ff_map.png
(4 px per um)
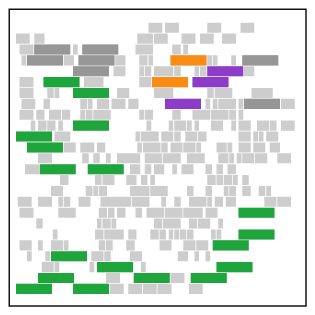
closeup.png
Window x 24 to 49, y 24 to 49 um. Cells in grey, sequential cells in the stronger grey; small squares are vias.
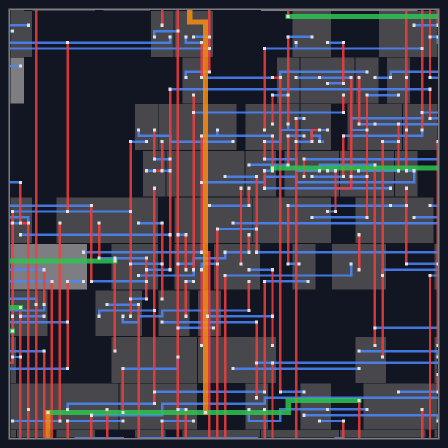
congestion_map.png
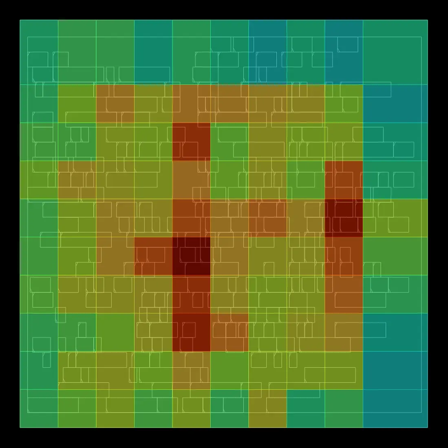
sizing.png
(6 px per um)
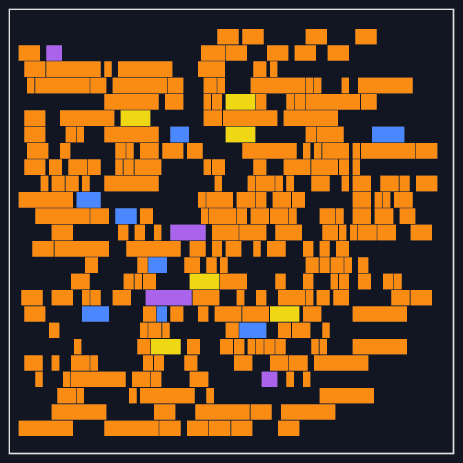
m2.png
(4 px per um)
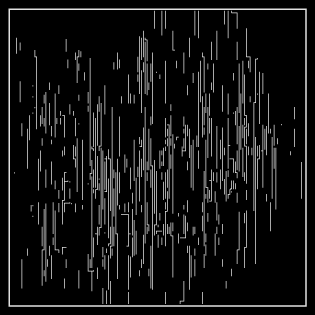
[config.mk]
export PLATFORM = sky130hd
export DESIGN_NAME = wdt_ice_counter
export DESIGN_NICKNAME = d
export VERILOG_FILES = /design/src/rtl/wdt_ice_counter.sv
export SDC_FILE = /design/constraint.sdc
export NUM_CORES = 1
export LEC_CHECK = 0
export CAP_MARGIN = 10
export CORE_UTILIZATION = 40
export CTS_CLUSTER_SIZE = 24
export DETAILED_ROUTE_END_ITERATION = 10
export SYNTH_ARGS = -nofsm -noshare
export SYNTH_HDL_FRONTEND = slang
export SYNTH_SLANG_ARGS = --single-unit
[constraint.sdc]
create_clock -name CLK30MHZ -period 5.5 [get_ports CLK30MHZ]
set_input_delay 0.55 -clock CLK30MHZ [delete_from_list [all_inputs] [get_ports CLK30MHZ]]
set_output_delay 0.55 -clock CLK30MHZ [all_outputs]
set_load 0.005 [all_outputs]
[src/rtl/wdt_ice_counter.sv]
// ---------------------------------------------------------------------------
// wdt_ice_counter
//
// Watchdog timer counter for the ICE environment. The gated 15 kHz WDT clock
// (LOSCOUT) is synchronised into the 30 MHz domain and edge-detected into a
// one-cycle tick. While running, each tick advances an 18-bit counter. At
// 3N/4 an optional interval interrupt pulses. At N-1 the next tick raises a
// sticky reset request and parks the block in OVF until power-on reset.
// N = 2^(10+WDCS), sampled only when the counter starts running.
//
// Ports
//   CLK30MHZ   in   1   system clock, rising edge
//   PONRESB    in   1   power-on reset, asynchronous, active-low
//   LOSCOUT    in   1   WDT clock, asynchronous to CLK30MHZ
//   WDTE       in   1   run enable (level)
//   WDCS       in   3   overflow select
//   WDTINTEN   in   1   interval interrupt enable
//   WDTCLR     in   1   counter clear request (one-cycle pulse)
//   WDTCNT     out  18  current count
//   WDTINT     out  1   interval interrupt, one-cycle pulse
//   WDTRESREQ  out  1   overflow reset request, sticky
//   WDTST      out  2   state: 00 STOP, 01 RUN, 10 OVF
// ---------------------------------------------------------------------------
`timescale 1ns/1ps

module wdt_ice_counter (
    input  logic        CLK30MHZ,
    input  logic        PONRESB,
    input  logic        LOSCOUT,
    input  logic        WDTE,
    input  logic [2:0]  WDCS,
    input  logic        WDTINTEN,
    input  logic        WDTCLR,
    output logic [17:0] WDTCNT,
    output logic        WDTINT,
    output logic        WDTRESREQ,
    output logic [1:0]  WDTST
);

    typedef enum logic [1:0] {
        ST_STOP = 2'b00,
        ST_RUN  = 2'b01,
        ST_OVF  = 2'b10
    } state_t;

    state_t      state;
    state_t      state_nxt;

    logic        s1, s2, s3;
    logic        fill;
    logic        armed;
    logic        tick;

    logic [2:0]  wdcs_l;
    logic [2:0]  wdcs_nxt;
    logic [17:0] count;
    logic [17:0] count_nxt;
    logic        int_nxt;
    logic        resreq_nxt;

    logic [4:0]  shamt;
    logic [17:0] last_cnt;
    logic [17:0] int_prev;
    logic        at_last;

    // -----------------------------------------------------------------------
    // LOSCOUT synchroniser and rising-edge detect.
    // The synchroniser flops reset to 0, so a LOSCOUT that is already high at
    // release would look like a rising edge. 'armed' blocks ticks until a real
    // low sample has passed through s1. 'fill' marks that s1 holds a real
    // sample rather than its reset value.
    // -----------------------------------------------------------------------
    // NOTE: sequential state uses non-blocking assignments only, so every
    // flop samples the pre-edge value of its source.
    always_ff @(posedge CLK30MHZ or negedge PONRESB) begin
        if (!PONRESB) begin
            s1    <= 1'b0;
            s2    <= 1'b0;
            s3    <= 1'b0;
            fill  <= 1'b0;
            armed <= 1'b0;
        end else begin
            s1    <= LOSCOUT;
            s2    <= s1;
            s3    <= s2;
            fill  <= 1'b1;
            armed <= armed | (fill & ~s1);
        end
    end

    assign tick = s2 & ~s3 & armed;

    // Period limits from the latched select: N = 4 << (8+wdcs_l), 3N/4 = 3 << (8+wdcs_l).
    assign shamt    = 5'd8 + 5'(wdcs_l);
    assign last_cnt = (18'd4 << shamt) - 18'd1;
    assign int_prev = (18'd3 << shamt) - 18'd1;
    assign at_last  = (count >= last_cnt);

    // -----------------------------------------------------------------------
    // State register
    // -----------------------------------------------------------------------
    always_ff @(posedge CLK30MHZ or negedge PONRESB) begin
        if (!PONRESB) begin
            state <= ST_STOP;
        end else begin
            state <= state_nxt;
        end
    end

    // -----------------------------------------------------------------------
    // Next-state logic
    // -----------------------------------------------------------------------
    // NOTE: every combinational output gets a default before the case, so no
    // path can leave it unassigned and infer a latch.
    always_comb begin
        state_nxt = state;
        unique case (state)
            ST_STOP: if (WDTE) state_nxt = ST_RUN;
            ST_RUN: begin
                if (!WDTE) begin
                    state_nxt = ST_STOP;
                end else if (tick && !WDTCLR && at_last) begin
                    state_nxt = ST_OVF;
                end
            end
            ST_OVF:  state_nxt = ST_OVF;   // only PONRESB leaves OVF
            default: state_nxt = ST_STOP;
        endcase
    end

    // -----------------------------------------------------------------------
    // Output / datapath next values (registered below)
    // Priority in RUN: disable, then clear, then tick.
    // -----------------------------------------------------------------------
    always_comb begin
        count_nxt  = count;
        wdcs_nxt   = wdcs_l;
        int_nxt    = 1'b0;
        resreq_nxt = WDTRESREQ;
        unique case (state)
            ST_STOP: begin
                if (WDTE) begin
                    wdcs_nxt  = WDCS;
                    count_nxt = '0;
                end
            end
            ST_RUN: begin
                if (!WDTE || WDTCLR) begin
                    count_nxt = '0;
                end else if (tick) begin
                    if (at_last) begin
                        count_nxt  = '0;
                        resreq_nxt = 1'b1;
                    end else begin
                        count_nxt = count + 18'd1;
                        int_nxt   = WDTINTEN && (count == int_prev);
                    end
                end
            end
            ST_OVF:  count_nxt = '0;
            default: count_nxt = '0;
        endcase
    end

    always_ff @(posedge CLK30MHZ or negedge PONRESB) begin
        if (!PONRESB) begin
            count     <= '0;
            wdcs_l    <= '0;
            WDTINT    <= 1'b0;
            WDTRESREQ <= 1'b0;
        end else begin
            count     <= count_nxt;
            wdcs_l    <= wdcs_nxt;
            WDTINT    <= int_nxt;
            WDTRESREQ <= resreq_nxt;
        end
    end

    assign WDTCNT = count;
    assign WDTST  = state;

endmodule

==> flow_summary.yaml <==
# flow metrics
global_route:
  gr-total-overflow: 0
  grt_pass1_vias: 1621
  antenna_found_initial: 0
  grt_max_degree: 31
  grt_pass1_wl_mm: 8.183
critical_path:
  reg2reg_from: "wdcs_l[1]$_DFFE_PN0P_"
  cp_common_cell: "ha_1"
  path_buffers: 1
  crit_path_max_fanout: 12
  worstPathArrival_ps: 3550
  path_cells: "inv_1, ha_1, nand2_1, ha_1, nor4b_1, a21oi_1, ha_1, a211oi_1, o211ai_1, o21ai_4, nand3b_2, o311ai_1"
  cp.required_ps: 5680
  end_kind: "register"
  crit_family: "AND-OR/OR-AND gates"
  critPathLaunch: "wdcs_l[1]$_DFFE_PN0P_"
  cp_slowest_stage_delay_ps: 490
  critPathLaunchType: "register"
  path_class: "reg -> reg"
  slowest_stage: "dfrtp_1"
drt:
  routed-via-count: 1776
  first_pass_iters: 4
  finalWirelength_mm: 4.958
  drc: 0
  detail-route-antenna-nets: 0
  vias_per_cell: 5.415
  drtIter0Drc: 76
run:
  maxCapViolCount: 0
  openroad.warnings: 29
placement:
  pre_cts_ws_ps: 2147
  hpwl_mm: 3.649
  portBuffers: 30
  routabilityCongestion: 0.8928
  place_inst: 320
synthesis:
  synth_flops: 30
  logic_family: "simple AND/OR/NAND/NOR gates"
  netlist_area_mm2: 0.002062
  ys_seq_share: 0.3641
  simple_gate_area_frac: 0.2676
  fa_ha_area_frac: 0.09102
  ys_sh_mux: 0
  synthArstFlopShare: 1.000
  ys.flop_type: "dfrtp_1"
  edf_count: 0
  synth-area-yosys_mm2: 0.002062
  yosys_warnings: 0
  yosysUniqueCellTypes: 52
  avgSynthCellArea_um2: 8.965
  aoi_share: 0.1396
  syn_nets: 254
  yosysCellCount: 230
  synthCells: 230
  ys_sh_xor: 0.09769
power:
  netSwitchingFraction: 0.3065
  pwr_density_cell_mw_per_mm2: 219.2
  combPwrFrac: 0.231
  switchingPower_uw: 168.7
  seqPwrFrac: 0.429
  clockPowerShare: 0.341
  total_power_uw: 550.3
  p_leak_uw: 0.001028
  power.internal_uw: 381.7
  ir_worst_vdd_mv: 0.1348
layout:
  finish.net_count: 284
  area_growth_pct: 21.78
  fin_util: 0.5179
  logic_area_mm2: 0.001232
  lay_top_cells: "dfrtp_1 (30), clkdlybuf4s50_1 (30), nand2_1 (25), nor2_1 (22), xnor2_1 (17)"
  instances_no_fill: 328
  drive_above_1_share: 0.06897
  fillCellCount: 465
  seq_area_um2: 750.7
  diodes: 0
timing:
  setup_viol: 0
  final_hold_viol_count: 0
  fmax_mhz: 297.1
  fin_tns_setup_ps: 0
  relSlewSlack: 0.5800
  tightest_slew_ps: 630.0
  finalClockPeriodUsage: 0.6120
  fin_crit_ps: 3366
  slew_viol_final: 0
  skew_ps: 6.475
  fin_ws_ps: 2134
  rsz0062_at_grt: "false"
floorplanning:
  rows: 25
  io_pins: 31
  chip_area_mm2: 0.005446
  die_y_um: 73.80
  core_mm2: 0.004848
  die_x_um: 73.80
  initial_core_util: 0.4253
hold_path:
  min-delay-path-class: "reg -> reg"
  holdCritStartpoint: "s1$_DFF_PN0_"
clock_tree:
  clk_pin_slew_ps: 70
  cts_tree: "yes"
  holdBufCountCts: 0
  cts_buffers: 5
  cts-root-buf: "clkbuf_8"
  cts_sinks: 30
  cts_setup_buffers: 0
  insertion_delay_ps: 290
  cts_resized: 0
  htreeDepth: 2
  clock_path_buffers: 2
status:
  status: "completed"
About ff_map.png:
colour	signal	placed flops
orange	`WDTST`	2
green	`WDTCNT`	18
purple	`wdcs_l`	3

About closeup.png:
colour	layer
orange	M4
green	M3
blue	M1
red	M2
sequential cells in the window	0
cells with their middle in the window	43
most frequent	ha_1 (9), nand2_1 (8), a21oi_1 (5)

About congestion_map.png:
grt met1 use: 0.2913
DR WL/cell: 15.12 um
GRT Util Overall: 0.2044
GR Util met3: 0.05213
GR Util met2: 0.2905

About sizing.png:
colour	size	cells	share
yellow	x6 and larger	6	2.3%
purple	x3 and x4	4	1.5%
orange	x1 and smaller	243	93%
blue	x2	8	3.1%

About m2.png:
longest straight run	34.7 um
nets with wire on the layer	237
main direction	vertical
share of all routed wire	43%

[registers in the layout (all words and copies together) (netlist names)]
| signal | count |
|---|---|
| s2 | 1 |
| WDTRESREQ | 1 |
| wdcs_l | 3 |
| fill | 1 |
| armed | 1 |
| WDTST | 2 |
| s1 | 1 |
| WDTINT | 1 |
| WDTCNT | 18 |
| s3 | 1 |
[per-stage QoR]
stage          hold slack [ps]  cell area [um2]
3_3_place_gp             357.6             2416
4_1_cts                  375.9             2511
2_1_floorplan            254.4             2062
6_report                 374.1             2511
3_5_place_dp             360.4             2416
5_1_grt                  389.4             2511
[layer usage]
metal	track usage	share of wire	vias up	wire length (um)
li1	-	-	876	-
met1	0.2913	0.50	845	2461
met2	0.2905	0.43	45	2152
met3	0.05213	0.047	10	232
met4	0.08761	0.022	0	111
met5	0	0	-	0
[cells by family after synthesis]
logic type | count (synthesis)
XOR/XNOR | 23
adder cells (fa/ha/maj) | 15
AND/OR/NAND/NOR | 99
other | 1
flip-flops | 30
AND-OR/OR-AND | 43
buffers and inverters | 19
[Yosys cell counts, types with 2 or more instances]
library cell | instances | area (um2)
dfrtp_1 | 30 | 750.7
nand4_1 | 8 | 50.05
o21ai_0 | 8 | 40.04
buf_2 | 3 | 15.01
ha_1 | 15 | 187.7
nand2_1 | 25 | 93.84
inv_1 | 11 | 41.29
nand2b_1 | 3 | 18.77
nor3b_1 | 2 | 15.01
a21o_1 | 2 | 15.01
xnor2_1 | 17 | 148.9
nand3_1 | 7 | 35.03
a211oi_1 | 2 | 15.01
clkbuf_1 | 4 | 15.01
nor3_1 | 9 | 45.04
xor2_1 | 6 | 52.55
o311ai_1 | 2 | 17.52
a21oi_1 | 11 | 55.05
nor2_1 | 22 | 82.58
and2_1 | 3 | 18.77
a31oi_1 | 2 | 12.51
o22ai_1 | 3 | 18.77
and3_1 | 2 | 12.51
and4_1 | 2 | 17.52
or3_1 | 2 | 12.51
nor2b_1 | 2 | 12.51
o211ai_1 | 2 | 15.01
[area by class of cell]
class                   instances  share of cell area
clock buffers                   6             0.03288
clock inverters                 2            0.004983
inverters                      11             0.01644
multi-input cells             181              0.4908
flip-flops and latches         30              0.2990
well taps                      67             0.03338
repair buffers                 31              0.1226
[worst paths after layout]
check	to	slack [ps]	depth (start not counted)
max	WDTCNT[6]$_DFFE_PN0P_	2130	12
min	s2$_DFF_PN0_	370	0
max reg2reg	WDTCNT[6]$_DFFE_PN0P_	2130	12
min reg2reg	s2$_DFF_PN0_	370	0
max in group asynchronous	WDTCNT[15]$_DFFE_PN0P_	4560	2
min in group asynchronous	s1$_DFF_PN0_	650	2
[power groups by stage]
stage	sequential, uW	clock [uW]	combinational [uW]
2_1_floorplan	236	0	98.3
5_1_grt	237	202	144
6_report	236	188	127
3_3_place_gp	240	0	126
3_5_place_dp	240	0	127
4_1_cts	236	192	127
Power is estimated from default activity; no workload was simulated.
